<file path="src/rtl/button_event_pkg.sv">
// Shared types for the button gesture decoder.
// Event codes and FSM state encoding.
package button_event_pkg;

  typedef enum logic [1:0] {
    EVT_SHORT  = 2'd0,
    EVT_DOUBLE = 2'd1,
    EVT_LONG   = 2'd2
  } evt_code_t;

  typedef enum logic [2:0] {
    ST_IDLE      = 3'd0,
    ST_PRESS1    = 3'd1,
    ST_WAIT_GAP  = 3'd2,
    ST_PRESS2    = 3'd3,
    ST_LONG_HELD = 3'd4
  } fsm_state_t;

endpackage

</file>
<file path="src/rtl/button_event_decoder.sv">
// Classifies a debounced button into SHORT / DOUBLE / LONG events.
// Ports: clk, rst (sync, active-high), i_sig_debounced, i_evt_ready,
//   i_ovf_clr -> o_evt_valid, o_evt_code, o_evt_ovf (sticky), o_busy.
module button_event_decoder
  import button_event_pkg::*;
#(
  parameter int unsigned N_LONG = 19,
  parameter int unsigned N_GAP  = 18
) (
  input  logic       clk,
  input  logic       rst,
  input  logic       i_sig_debounced,
  input  logic       i_evt_ready,
  input  logic       i_ovf_clr,
  output logic       o_evt_valid,
  output logic [1:0] o_evt_code,
  output logic       o_evt_ovf,
  output logic       o_busy
);

  localparam int unsigned CW =
    (N_LONG > N_GAP) ? N_LONG : N_GAP;
  localparam logic [CW-1:0] ALL1 = '1;
  localparam logic [CW-1:0] LONG_END =
    ALL1 >> (CW - N_LONG);
  localparam logic [CW-1:0] GAP_END =
    ALL1 >> (CW - N_GAP);

  logic          sig_q, sig_d;
  logic          rise, fall;
  fsm_state_t    state_q, state_d;
  logic [CW-1:0] cnt_q, cnt_d;
  logic          gen;
  evt_code_t     gen_code;
  logic          valid_q, valid_d;
  evt_code_t     code_q, code_d;
  logic          ovf_q, ovf_d;
  logic          drop;

  assign sig_d = i_sig_debounced;
  assign rise  = i_sig_debounced & ~sig_q;
  assign fall  = ~i_sig_debounced & sig_q;

  always_ff @(posedge clk) begin
    if (rst) begin
      sig_q   <= 1'b0;
      state_q <= ST_IDLE;
      cnt_q   <= '0;
      valid_q <= 1'b0;
      code_q  <= EVT_SHORT;
      ovf_q   <= 1'b0;
    end else begin
      sig_q   <= sig_d;
      state_q <= state_d;
      cnt_q   <= cnt_d;
      valid_q <= valid_d;
      code_q  <= code_d;
      ovf_q   <= ovf_d;
    end
  end

  // Terminal compares leave the counting state before
  // the counter could wrap.
  always_comb begin
    state_d  = state_q;
    cnt_d    = cnt_q;
    gen      = 1'b0;
    gen_code = EVT_SHORT;
    unique case (state_q)
      ST_IDLE: begin
        if (rise) begin
          state_d = ST_PRESS1;
          cnt_d   = '0;
        end
      end
      ST_PRESS1: begin
        if (fall) begin
          state_d = ST_WAIT_GAP;
          cnt_d   = '0;
        end else if (cnt_q == LONG_END) begin
          gen      = 1'b1;
          gen_code = EVT_LONG;
          state_d  = ST_LONG_HELD;
        end else begin
          cnt_d = cnt_q + CW'(1);
        end
      end
      ST_WAIT_GAP: begin
        if (rise) begin
          state_d = ST_PRESS2;
        end else if (cnt_q == GAP_END) begin
          gen      = 1'b1;
          gen_code = EVT_SHORT;
          state_d  = ST_IDLE;
        end else begin
          cnt_d = cnt_q + CW'(1);
        end
      end
      ST_PRESS2: begin
        if (fall) begin
          gen      = 1'b1;
          gen_code = EVT_DOUBLE;
          state_d  = ST_IDLE;
        end
      end
      ST_LONG_HELD: begin
        if (fall) state_d = ST_IDLE;
      end
      default: state_d = ST_IDLE;
    endcase
  end

  // A new event may replace the pending one only on the
  // accepting cycle; otherwise it is dropped and flagged.
  always_comb begin
    valid_d = valid_q;
    code_d  = code_q;
    ovf_d   = ovf_q;
    drop    = 1'b0;
    if (valid_q && i_evt_ready) valid_d = 1'b0;
    if (gen) begin
      if (!valid_q || i_evt_ready) begin
        valid_d = 1'b1;
        code_d  = gen_code;
      end else begin
        drop = 1'b1;
      end
    end
    if (drop) ovf_d = 1'b1;
    else if (i_ovf_clr) ovf_d = 1'b0;
  end

  always_comb begin
    o_busy = (state_q != ST_IDLE);
  end

  assign o_evt_valid = valid_q;
  assign o_evt_code  = code_q;
  assign o_evt_ovf   = ovf_q;

endmodule

</file>
<file path="config.mk">
export PLATFORM = sky130hd
export DESIGN_NAME = button_event_decoder
export DESIGN_NICKNAME = d
export VERILOG_FILES = /design/src/rtl/button_event_pkg.sv /design/src/rtl/button_event_decoder.sv
export SDC_FILE = /design/constraint.sdc
export NUM_CORES = 1
export LEC_CHECK = 0
export ABC_AREA = 0
export CAP_MARGIN = 40
export CORE_UTILIZATION = 55
export CTS_BUF_LIST = sky130_fd_sc_hd__clkbuf_4
export CTS_CLUSTER_SIZE = 8
export DETAILED_ROUTE_END_ITERATION = 7
export HOLD_SLACK_MARGIN = 0.02
export PLACE_DENSITY = 0.77
export SYNTH_ARGS = -nofsm -noshare
export SYNTH_HDL_FRONTEND = slang
export SYNTH_SLANG_ARGS = --single-unit
</file>
<file path="constraint.sdc">
create_clock -name clk -period 2.1 [get_ports clk]
set_input_delay 0.21 -clock clk [delete_from_list [all_inputs] [get_ports clk]]
set_output_delay 0.21 -clock clk [all_outputs]
set_load 0.02 [all_outputs]
</file>
Figure 1. The clock network (run 1).
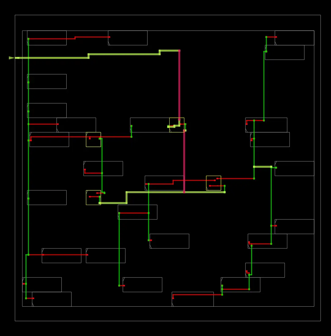
clock sinks: 27
Seq cells: 27
clkbuf count: 4
clk latency late pin: 340 ps
clk_skew: 11.8 ps

Figure 2. Floorplan with the power grid (run 1).
Drawn at 6 px/um. Pins as bars on the die edge. Tap cells in gray.
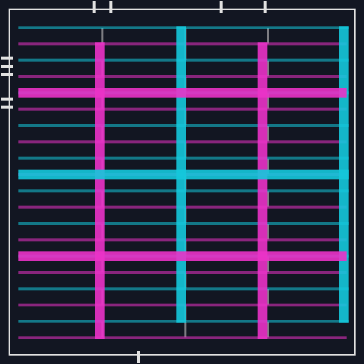
Magenta marks VSS. Cyan marks VDD.
31 tap cells. 4 straps on met4.

Figure 3. Wiring by layer (run 1).
Drawn at 8 px/um.
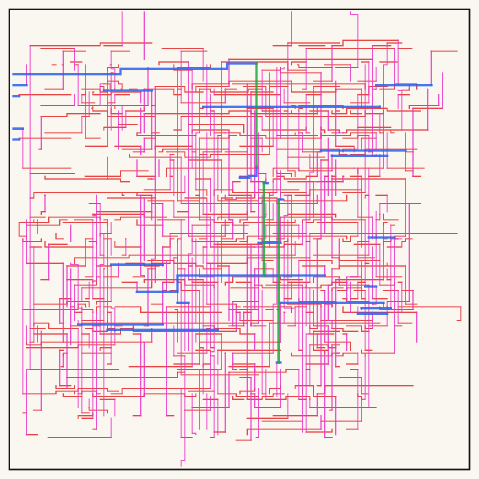
Magenta marks metal 2, wire length 2000 um. Red marks metal 1, wire length 1960 um. Blue marks metal 3, wire length 178 um. Green marks metal 4, wire length 44.9 um.
Post-Route WL: 4.18 mm
Vias: 1647

==> notes.md, run 1 <==
fresh numbers from the pnr run: outcome finished clean, Pins Over Slew Limit 0, DP Worst Slack -144 ps, I/O Pins 10, ys async rst share 0%, First-pass DRT Iterations 4, Buffers on Ports 9, fmax 0.507 GHz, post-synth top area cell dfxtp_1, grt total ovfl 0, CP max FO 5, Post-Syn Area 0.00168 mm2, core area approximately 0.0028 mm2, Finished Cell Area 0.00202 mm2, number of CTS-inserted buffers 3, Yosys cell types 53, EDFF count, synth 0, ys flop type dfxtp_1, syn_nets 206, count of tool warnings 26, Fin. Hold Viols 0, CTS clk-pin slew, worst paths roughly 150 ps, share of cells above drive strength 1 21.5%, WP data arrival 2260 ps, family with the most delay on the worst path simple AND/OR/NAND/NOR gates, Hold Slack 483 ps, Slew @ Worst Pin 613 ps, H-tree lvl count 1, top cells by area, synth dfxtp_1, a21oi_1, mux2i_1, crit path capture type register, Hold Crit Endpoint o_evt_ovf, Yosys chip area between 0.0015 and 0.002 mm2, Wirelength per Cell 16.1 um, met2 Usage GRT 43.4%, Buf/Inv on CP 0, Chip Height 57.3 um, initial antenna violation count 0, syn avg cell area 8.42 um2, Max IR drop VDD 0.373 mV, Final ANT Viol Nets 0, Max Cap Viol 0, DR iter-0 viols around 120, Synth Warn # 0, total power 927 uW, Yosys reg bits 27, capturing point of the worst reg2reg path cnt_q[7]
==> run 1: worst max path at each step <==
stage | start | slack, ps | endpoint | cells after the start
after floorplan | cnt_q[0] | 160 | cnt_q[2] | 6
after global placement | i_sig_debounced | -90 | cnt_q[5] | 6
after detailed placement | i_sig_debounced | -140 | cnt_q[11] | 6
after CTS | state_q[0] | 2 | o_busy | 3
after global routing | state_q[1] | 20 | cnt_q[7] | 7
final | cnt_q[0] | 130 | cnt_q[7] | 6
==> run 1: through the flow <==
step / setup TNS (ps) / instances
after floorplan: 0 / 200
after global placement: -623 / 254
after detailed placement: -1240 / 254
after CTS: 0 / 258
after global routing: 0 / 259
final: 0 / 259
==> run 1: cell families after synthesis <==
logic type / share of synthesized area [%]
buf+inv: 4.23
fa+ha+maj: 0.743
compound gates: 24.7
flops: 32.1
mux: 4.16
simple gates: 34.0
==> run 1: registers in the layout (all words and copies together) (netlist names) <==
name / cells
o_evt_valid: 1
state_q: 3
sig_q: 1
o_evt_ovf: 1
o_evt_code: 2
cnt_q: 19
==> run 1: cell type report <==
| class | count | area, um2 |
|---|---|---|
| tap | 31 | 38.8 |
| inverter | 3 | 11.3 |
| sequential | 27 | 543 |
| clock buffer | 4 | 30.0 |
| timing repair buffer | 36 | 308 |
| multi-input combinational | 158 | 1090 |
| fill | 227 | 807 |
==> run 1: power by group <==
part / internal [uW] / leakage [uW] / switching (uW) / total, uW
combinational: 72.7 / 0.000502 / 78.3 / 151
clock: 87.7 / 0.0000184 / 160 / 248
sequential: 519 / 0.000219 / 9.35 / 528
==> run 1: what timing repair did <==
| action | 4_1_cts | 5_1_grt |
|---|---|---|
| pin swaps | 0 | 1 |
| setup buffers | 0 | 1 |
| hold buffers | 0 | 0 |
| gates resized | 1 | 7 |
| setup endpoints to repair | 7 | 11 |
Figure 4. Where the registers sit (run 1).
Drawn at 8 px/um. Other sequential cells in the stronger gray, the rest of the logic in the fainter gray.
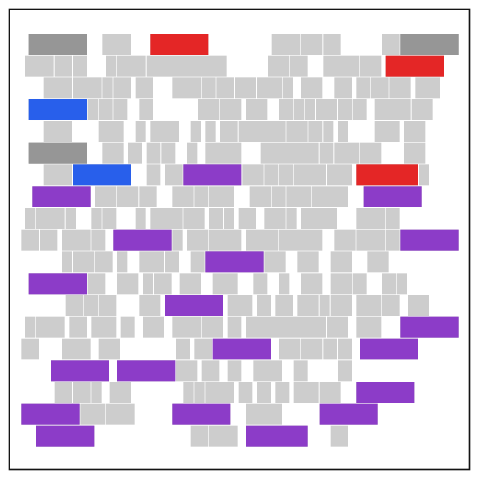

==> inputs of run 2 (changes only) <==
==> constraint.sdc (replaced) <==
create_clock -name clk -period 2.1 [get_ports clk]
set_input_delay 0.525 -clock clk [delete_from_list [all_inputs] [get_ports clk]]
set_output_delay 0.525 -clock clk [all_outputs]
set_load 0.02 [all_outputs]
Figure 5. Where the registers sit (run 2).
Drawn at 8 px/um. Other sequential cells in the stronger gray, the rest of the logic in the fainter gray.
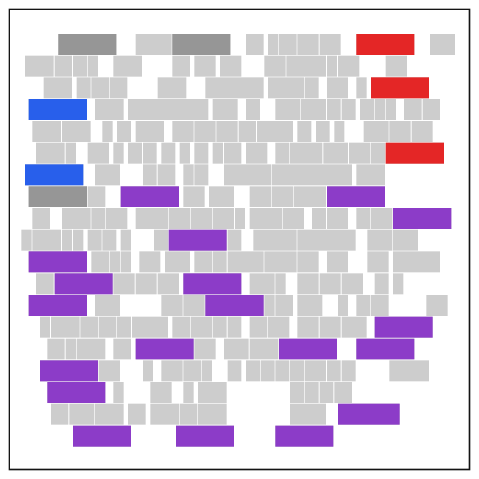
Red marks state_q, placed flops 3. Purple marks cnt_q, placed flops 19. Blue marks o_evt_code, placed flops 2.
Another 3 sequential cells are not colored.

Figure 6. Cell area per tile (run 2).
Drawn at 6 px/um. The die is cut into 11 by 11 equal tiles; white is low, dark blue is high, 0 to 100% covered.
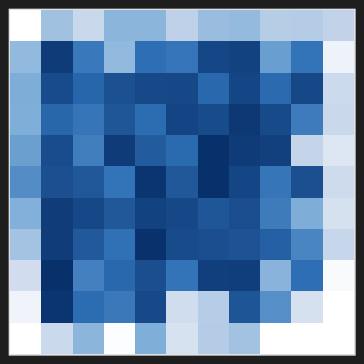
The densest ninth of the die: middle. 48% of the tiles are over 75% full. The mean over all tiles is 62%. 5.8% of the tiles are nearly empty. The fullest tile reaches 100%. The emptiest ninth of the die: bottom right.
fp_density: 59.5%
Final Util: 73.6%

Figure 7. The clock network (run 2).
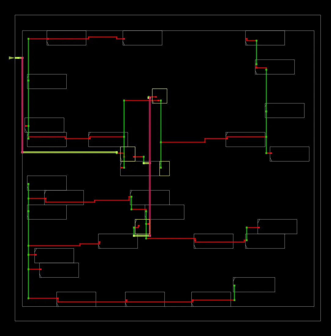
clkbuf count: 3
clk_skew: 3.10 ps
Power Clock: 238 uW
number of CTS-inserted buffers: 3

==> run 2 against run 1 <==
Effect of this change:
- synthesized cell count did not move
- power is 0.37% lower
- clock skew down 8.7 ps
- sequential power about the same
- worst hold slack improved by 21 ps
- critical endpoint unchanged
- design area grew 2.9%
- die area unchanged
- clock power down 4%
- final cell count up 1.2%
- sequential share of layout area down 0.82 points
- fmax down 1.5%
- largest power group unchanged
- core utilization is 2.1 points higher
==> notes.md, run 2 <==
fresh numbers from the pnr run: Yosys cell types 53 (unchanged), Max IR drop VDD 0.269 mV (-28%), Buf/Inv on CP 0 (unchanged), Finished Cell Area 0.00208 mm2 (+2.9%), ys async rst share 0% (unchanged), Pins Over Slew Limit 0 (unchanged), Fin. Hold Viols 0 (unchanged), Inst Count DP 256 (+0.79%), core area 0.00283 mm2 (unchanged), share of cells above drive strength 1 24.7% (+3.2 points), max reg flops 19 (unchanged), Vias 1726 (+4.8%), Wirelength per Cell 16.7 um (+3.3%), Slew @ Worst Pin 529 ps (-83.9 ps), Hold Slack 504 ps (+21.4 ps), Top reg by flops cnt_q, post-synth top area cell dfxtp_1, crit path capture type register, Chip Height 57.3 um (unchanged), CP max FO 4 (-1), NetSw 259 uW (+4.7%), Buffers on Ports 9 (unchanged), Internal 664 uW (-2.2%), WP data arrival 2280 ps (+20 ps), clock sinks 27 (unchanged), Final ANT Viol Nets 0 (unchanged), Yosys chip area 0.00168 mm2 (unchanged), DP Worst Slack -432 ps (-288 ps), top cells by area, synth dfxtp_1, a21oi_1, mux2i_1, family with the most delay on the worst path simple AND/OR/NAND/NOR gates, sequential share of power 57.2% (+0.2 points), FILL cells 214 (-5.7%), CP Launch Point cnt_q[1], final cell count without fillers 262 (+1.2%), Synth Warn # 0 (unchanged), total negative slack 0 ps (unchanged), EDFF count, synth 0 (unchanged), total power 923 uW (-0.37%), outcome finished clean, syn avg cell area 8.42 um2 (unchanged), Clk pwr share 25.8% (-0.9 points), Sw Share 28.1% (+1.4 points), count of tool warnings 26 (unchanged), fmax 0.499 GHz (-1.5%), CTS clk-pin slew, worst paths 150 ps (about the same), grt total ovfl 0 (unchanged), combinational power share 17.0% (+0.7 points), syn_nets 206 (unchanged), Max Cap Viol 0 (unchanged)
-- run 2: final timing paths --
kind | end | slack (ps) | cells after the start
worst max-delay path | cnt_q[7] | 100 | 6
worst min-delay path | cnt_q[17] | 500 | 2
worst max register to register | cnt_q[7] | 100 | 6
worst min register to register | cnt_q[17] | 500 | 2
-- run 2: what timing repair did --
action                                  CTS  global route
buffers inserted                          0             2
pin swaps                                 0             5
hold buffers                              0             0
gates cloned                              0             0
endpoints found under the setup margin   13            18
resized                                   4            12
-- run 2: layout make-up --
class / count / share of cell area [%]
Multi-Input combinational cell: 158 / 54.4
Timing Repair Buffer: 39 / 15.8
Clock inverter: 1 / 0.241
Clock buffer: 3 / 1.08
Tap cell: 31 / 1.86
Sequential cell: 27 / 26.0
Inverter: 3 / 0.541
-- run 2: logic make-up after synthesis --
family,after synthesis,synth area share [%]
flip-flops,27,32.1
AND/OR/NAND/NOR,96,34.0
adder cells (fa/ha/maj),1,0.743
AND-OR/OR-AND,54,24.7
buffers and inverters,15,4.23
multiplexers,7,4.16
-- run 2: worst min-delay path: cells and delay by family (launching register included) --
family | cells | cell delay, ps
simple gates | 1 | 60
mux | 1 | 60
flops | 1 | 360
-- run 2: power by group through the flow --
stage	logic, uW	clock network [uW]	registers, uW
finish	157	238	528
CTS	148	242	527
global route	170	253	529
global placement	142	0	536
detailed placement	147	0	537
floorplan	89.4	0	533
-- run 2: per-layer routing --
| metal | up-vias | track usage [%] | wire, um |
|---|---|---|---|
| li1 | 833 | - | - |
| met1 | 811 | 36.8 | 2000 |
| met3 | 13 | 2.27 | 184 |
| met4 | 0 | 11.1 | 119 |
| met5 | - | 0 | 0 |
| met2 | 69 | 44.7 | 2070 |
Power and IR drop assume default switching activity.
